### Gate-type map

Drawn at 6 px/um.
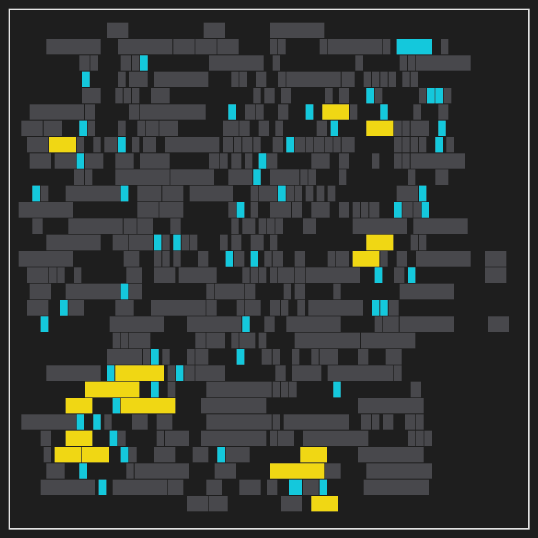
### M2 wires

Drawn at 3 px/um. Cells faint in the background.
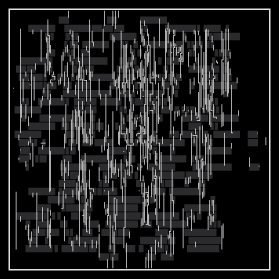
**config.mk**
```make
export PLATFORM = sky130hd
export DESIGN_NAME = vend_dispenser
export DESIGN_NICKNAME = d
export VERILOG_FILES = /design/src/rtl/vend_dispenser.sv
export SDC_FILE = /design/constraint.sdc
export NUM_CORES = 1
export LEC_CHECK = 0
export ABC_AREA = 1
export CORE_MARGIN = 1
export CORE_UTILIZATION = 40
export DETAILED_ROUTE_END_ITERATION = 8
export SYNTH_ARGS = -nofsm -noshare
export SYNTH_HDL_FRONTEND = slang
export SYNTH_SLANG_ARGS = --single-unit
```
**constraint.sdc**
```tcl
create_clock -name clk -period 2.45 [get_ports clk]
set_input_delay 0.6125 -clock clk [delete_from_list [all_inputs] [get_ports clk]]
set_output_delay 0.6125 -clock clk [all_outputs]
set_load 0.01 [all_outputs]
```
**src/rtl/vend_dispenser.sv**
```systemverilog
// vend_dispenser: actuator back end for the bottle vending machine.
// Queues per-cycle vend/change requests in a 4-entry FIFO. It then drives the
// bottle motor (closed loop on drop_sense, with jam timeout) and the
// coin-return solenoid (one timed pulse per 5 rs coin).
// Ports:
//   clk, rst            clock, asynchronous active-high reset
//   vend, change[1:0]   request inputs (change: 00 none, 01 5 rs, 10 10 rs, 11 illegal)
//   drop_sense          bottle-passed sensor, sampled only while the motor runs
//   fault_clr           clears sticky flags and resumes from FAULT
//   motor, solenoid     actuator drives
//   busy, done          activity status and one-cycle completion pulse
//   jam, ovf, cmd_err   sticky fault flags
//   vend_count[7:0]     saturating count of successful drops
module vend_dispenser #(
    parameter int unsigned MOTOR_CYCLES = 8,
    parameter int unsigned SOL_CYCLES   = 4,
    parameter int unsigned GAP_CYCLES   = 2
) (
    input  logic       clk,
    input  logic       rst,
    input  logic       vend,
    input  logic [1:0] change,
    input  logic       drop_sense,
    input  logic       fault_clr,
    output logic       motor,
    output logic       solenoid,
    output logic       busy,
    output logic       done,
    output logic       jam,
    output logic       ovf,
    output logic       cmd_err,
    output logic [7:0] vend_count
);

    localparam int unsigned DEPTH  = 4;
    localparam int unsigned PTR_W  = 2;
    localparam int unsigned CNT_W  = 3;
    localparam int unsigned TMR_W  = 8;
    localparam int unsigned COIN_W = 2;
    localparam int unsigned ENT_W  = COIN_W + 1;

    typedef enum logic [2:0] {
        IDLE,
        MOTOR,
        SOL_ON,
        SOL_GAP,
        FAULT
    } state_t;

    state_t              state;
    logic [TMR_W-1:0]    tmr;
    logic [COIN_W-1:0]   coins;

    logic [ENT_W-1:0]    fifo_mem [DEPTH];
    logic [PTR_W-1:0]    wr_ptr;
    logic [PTR_W-1:0]    rd_ptr;
    logic [CNT_W-1:0]    fifo_cnt;
    logic [CNT_W-1:0]    cnt_nxt;
    logic [COIN_W-1:0]   req_coins;
    logic [ENT_W-1:0]    head;
    logic                push;
    logic                pop;
    logic                push_ok;
    logic                fifo_full;

    // Request decode: illegal code 11 contributes no coins
    always_comb begin
        req_coins = '0;
        case (change)
            2'b01:   req_coins = COIN_W'(1);
            2'b10:   req_coins = COIN_W'(2);
            default: req_coins = '0;
        endcase
    end

    assign push      = vend | (req_coins != '0);
    assign fifo_full = (fifo_cnt == CNT_W'(DEPTH));
    assign pop       = (state == IDLE) && (fifo_cnt != '0);
    // A pop in the same cycle frees a slot, so push is accepted even when full
    assign push_ok   = push && (!fifo_full || pop);
    assign cnt_nxt   = fifo_cnt + CNT_W'(push_ok) - CNT_W'(pop);
    assign head      = fifo_mem[rd_ptr];

    // FIFO storage
    always_ff @(posedge clk) begin
        if (push_ok) begin
            fifo_mem[wr_ptr] <= {vend, req_coins};
        end
    end

    // FIFO pointers and occupancy
    always_ff @(posedge clk or posedge rst) begin
        if (rst) begin
            wr_ptr   <= '0;
            rd_ptr   <= '0;
            fifo_cnt <= '0;
        end else begin
            if (push_ok) wr_ptr <= wr_ptr + PTR_W'(1);
            if (pop)     rd_ptr <= rd_ptr + PTR_W'(1);
            fifo_cnt <= cnt_nxt;
        end
    end

    // Sticky request flags; a new event in the clearing cycle still sets them
    always_ff @(posedge clk or posedge rst) begin
        if (rst) begin
            ovf     <= 1'b0;
            cmd_err <= 1'b0;
        end else begin
            if (push && !push_ok) ovf <= 1'b1;
            else if (fault_clr)   ovf <= 1'b0;
            if (change == 2'b11)  cmd_err <= 1'b1;
            else if (fault_clr)   cmd_err <= 1'b0;
        end
    end

    // Sequencer with registered actuator and status outputs
    always_ff @(posedge clk or posedge rst) begin
        if (rst) begin
            state      <= IDLE;
            tmr        <= '0;
            coins      <= '0;
            motor      <= 1'b0;
            solenoid   <= 1'b0;
            busy       <= 1'b0;
            done       <= 1'b0;
            jam        <= 1'b0;
            vend_count <= '0;
        end else begin
            done <= 1'b0;
            busy <= 1'b1;
            if (fault_clr) jam <= 1'b0;
            case (state)
                IDLE: begin
                    if (pop) begin
                        coins <= head[COIN_W-1:0];
                        tmr   <= '0;
                        if (head[ENT_W-1]) begin
                            state <= MOTOR;
                            motor <= 1'b1;
                        end else begin
                            state    <= SOL_ON;
                            solenoid <= 1'b1;
                        end
                    end else begin
                        busy <= (cnt_nxt != '0);
                    end
                end
                MOTOR: begin
                    // Drop is checked first so it wins over a same-edge timeout
                    if (drop_sense) begin
                        motor <= 1'b0;
                        if (vend_count != 8'hFF) vend_count <= vend_count + 8'd1;
                        if (coins != '0) begin
                            state    <= SOL_ON;
                            solenoid <= 1'b1;
                            tmr      <= '0;
                        end else begin
                            state <= IDLE;
                            done  <= 1'b1;
                            busy  <= (cnt_nxt != '0);
                        end
                    end else if (tmr == TMR_W'(MOTOR_CYCLES - 1)) begin
                        motor <= 1'b0;
                        jam   <= 1'b1;
                        state <= FAULT;
                    end else begin
                        tmr <= tmr + TMR_W'(1);
                    end
                end
                FAULT: begin
                    // The bottle is not retried; any owed change is still paid
                    if (fault_clr) begin
                        if (coins != '0) begin
                            state    <= SOL_ON;
                            solenoid <= 1'b1;
                            tmr      <= '0;
                        end else begin
                            state <= IDLE;
                            done  <= 1'b1;
                            busy  <= (cnt_nxt != '0);
                        end
                    end
                end
                SOL_ON: begin
                    if (tmr == TMR_W'(SOL_CYCLES - 1)) begin
                        solenoid <= 1'b0;
                        state    <= SOL_GAP;
                        tmr      <= '0;
                    end else begin
                        tmr <= tmr + TMR_W'(1);
                    end
                end
                SOL_GAP: begin
                    if (tmr == TMR_W'(GAP_CYCLES - 1)) begin
                        coins <= coins - COIN_W'(1);
                        tmr   <= '0;
                        if (coins != COIN_W'(1)) begin
                            state    <= SOL_ON;
                            solenoid <= 1'b1;
                        end else begin
                            state <= IDLE;
                            done  <= 1'b1;
                            busy  <= (cnt_nxt != '0);
                        end
                    end else begin
                        tmr <= tmr + TMR_W'(1);
                    end
                end
                default: begin
                    state    <= IDLE;
                    motor    <= 1'b0;
                    solenoid <= 1'b0;
                end
            endcase
        end
    end

endmodule

```
==> Changelog: implementation <==
### Physical design

* Async S/R FF share, synth at 0.745
* Final count of negative-setup-slack endpoints at 0
* Global-route met1 utilization at 0.254
* Start of the worst register-to-register path: state[0]
* Synth Flop Type: sky130_fd_sc_hd__dfrtp_1
* Power Internal at 1.43 mW
* Maximum number of pins on one net before global-route repair at 36
* Syn Inst Count at approximately 350
* Placeable core area at 0.00683 mm^2
* Result of the run: complete, no violations
* Cell Type Count at 36
* Fraction of layout cells with a size suffix above 1 at 0.155
* Slew at the pin closest to its max-slew limit at around 550 ps
* Number of pins exceeding their max-slew limit in the final report at 0
* Multi-input combinational gate total at ~250
* Total Power Consumption at just over 2 mW
* Effective utilization at floorplan at 0.417
* Combinational power at 468 uW
* Cell count listed in synth_stat.txt at between 300 and 400
* Post-detailed-placement half-perimeter wirelength at roughly 4500 um
* Sinks on Clock Net at between 40 and 50
* Cell-by-cell listing of the critical path: clkdlybuf4s15_1 -> ha_4 -> nand2_4 -> nand2_4 -> ha_4 -> inv_2 -> ha_4 -> fa_2 -> xor2_2 -> or2_4 -> nand3_2 -> o21ai_1 -> nand3_1
* Vias post-DR at between 2,000 and 2,500
* CTS tree: yes
* Non-clock buffer total of the final layout at 35
* Met3 wire length at 162 um
* Global-route wire length before repair at slightly above 10,000 um
* Root buffer cell: sky130_fd_sc_hd__clkbuf_8
* Number of failing hold endpoints at the final stage at 0
* DR top layer: met4
* Tap cell count at approximately 96
* Count of input and output buffers at 21
* Final setup slack of the worst path at around 80 ps
* Sequential cell count of the final layout at approximately 47
* Via-to-Cell Ratio at 4.74
* Critical path depth in cells at 13
* Worst reg2reg path depth at 13
* Min-delay src: jam
* Post-Place Cells at 479
* Power drawn by the clock network at around 580 uW
* Register share of total power at 0.485
* TNS Setup at 0 ps
* Met1 wire length at roughly 3000 um
* Sum of routed wire length over all layers at between 5000 and 6000 um
* Power per cell area at 588 mW/mm^2
* Via count of the first global-routing pass at between 2,000 and 2,500
* Initial antenna violation count at 0
* Max-area cell share at 0.308
* GR Util All Layers at 0.173
* Antenna cells at 0
* Most frequent cell after synthesis: sky130_fd_sc_hd__nand2_1
* Synthesized area divided by synthesized cell count at around 8.0 um^2
* Clk Latency, worst-skew pair at about 310 ps
* Number of flip-flops under the largest register name at 12
* Leading power group: sequential cells
* Fraction of area in non-clock buffers at 0.0897
* Detail Route Antenna Nets at 0
* Cts bufs inserted at 5
* MI comb area at 0.00145 mm^2
* Area delta synth->final at 21.0%
* Leakage at 1.68 nW
* Dominant kind of cell: multi-input combinational cells
* Count of clock buffers in the final design at 5
* Power share of the clock group at 0.284
* Fmax achieved at 0.422 GHz
* Switching part of the total power at 0.292
* Synth warnings at 0
* Count of warning messages emitted by the tools at 33
* Starting DRT DRC Count at 109
* Worst hold path class: reg -> reg
* Number of buffers added for setup after CTS at 0
* Synth Register Bits at roughly 47
* Complex-gate fraction of the synthesized area at 0.0738
* Die Width at around 86 um
* Worst R2R Setup Slack at around 140 ps
* Worst setup path endpoint: busy
* Crit path time final at 2370 ps
* Share of the clock period used by the worst path after layout at 0.968
* Seq/Total Area, Yosys at 0.434
* DIE AREA at 0.00746 mm^2
* Area of placed instances at roughly 0.0033 mm^2
* Buffers from clock root to sink, at most at 2
* Aggregate global routing overflow at 0
* Hold Path Stages at 2
* Terminus of the critical flop-to-flop path: busy
* Fin nets at 414
* CP bufs+invs at 2
* Setup crit start: change[1]
* Detail Route met2 WL at roughly 2600 um
* Inverters, non-clock at around 53
* Arrival time of data at the critical path endpoint at between 2000 and 3000 ps
* Die H at 86.4 um
* Worst-path cell with the longest stage delay: sky130_fd_sc_hd__fa_2
* Top library cells by usage in the layout, fill and taps aside: sky130_fd_sc_hd__nand2_1 (94), sky130_fd_sc_hd__inv_1 (41), sky130_fd_sc_hd__nor2_1 (38)
* Xor-xnor portion of the synthesized cell area at 0.0369
* Top area cell types: sky130_fd_sc_hd__dfrtp_1 (31%), sky130_fd_sc_hd__edfxtp_1 (13%), sky130_fd_sc_hd__nand2_1 (13%)
* Comb pwr share at 0.231
* Net switching component of the power at roughly 590 uW
* Met3 layer usage reported by global route at 0.0286
* Fin Hold WS at 490 ps
* Total of fill cells in the finished design at between 600 and 700
* Worst Hold End: jam
* Router iterations before antenna repair at 4
## Picture notes: 'Gate-type map'
[yellow] fa/ha/maj cells | cells: 15
[cyan] inv cells | cells: 53 | where: widely spread
Commonest Layout Cell: sky130_fd_sc_hd__nand2_1
combinational fraction of the cell area: 0.422
post-route non-filler standard cell count: 489

## Picture notes: 'M2 wires'
longest straight run: 45.2 um
wire length on this layer: 2,590 um
share of all routed wire: 44%

Power figures rest on the tool's default switching activity, not on a simulated workload.
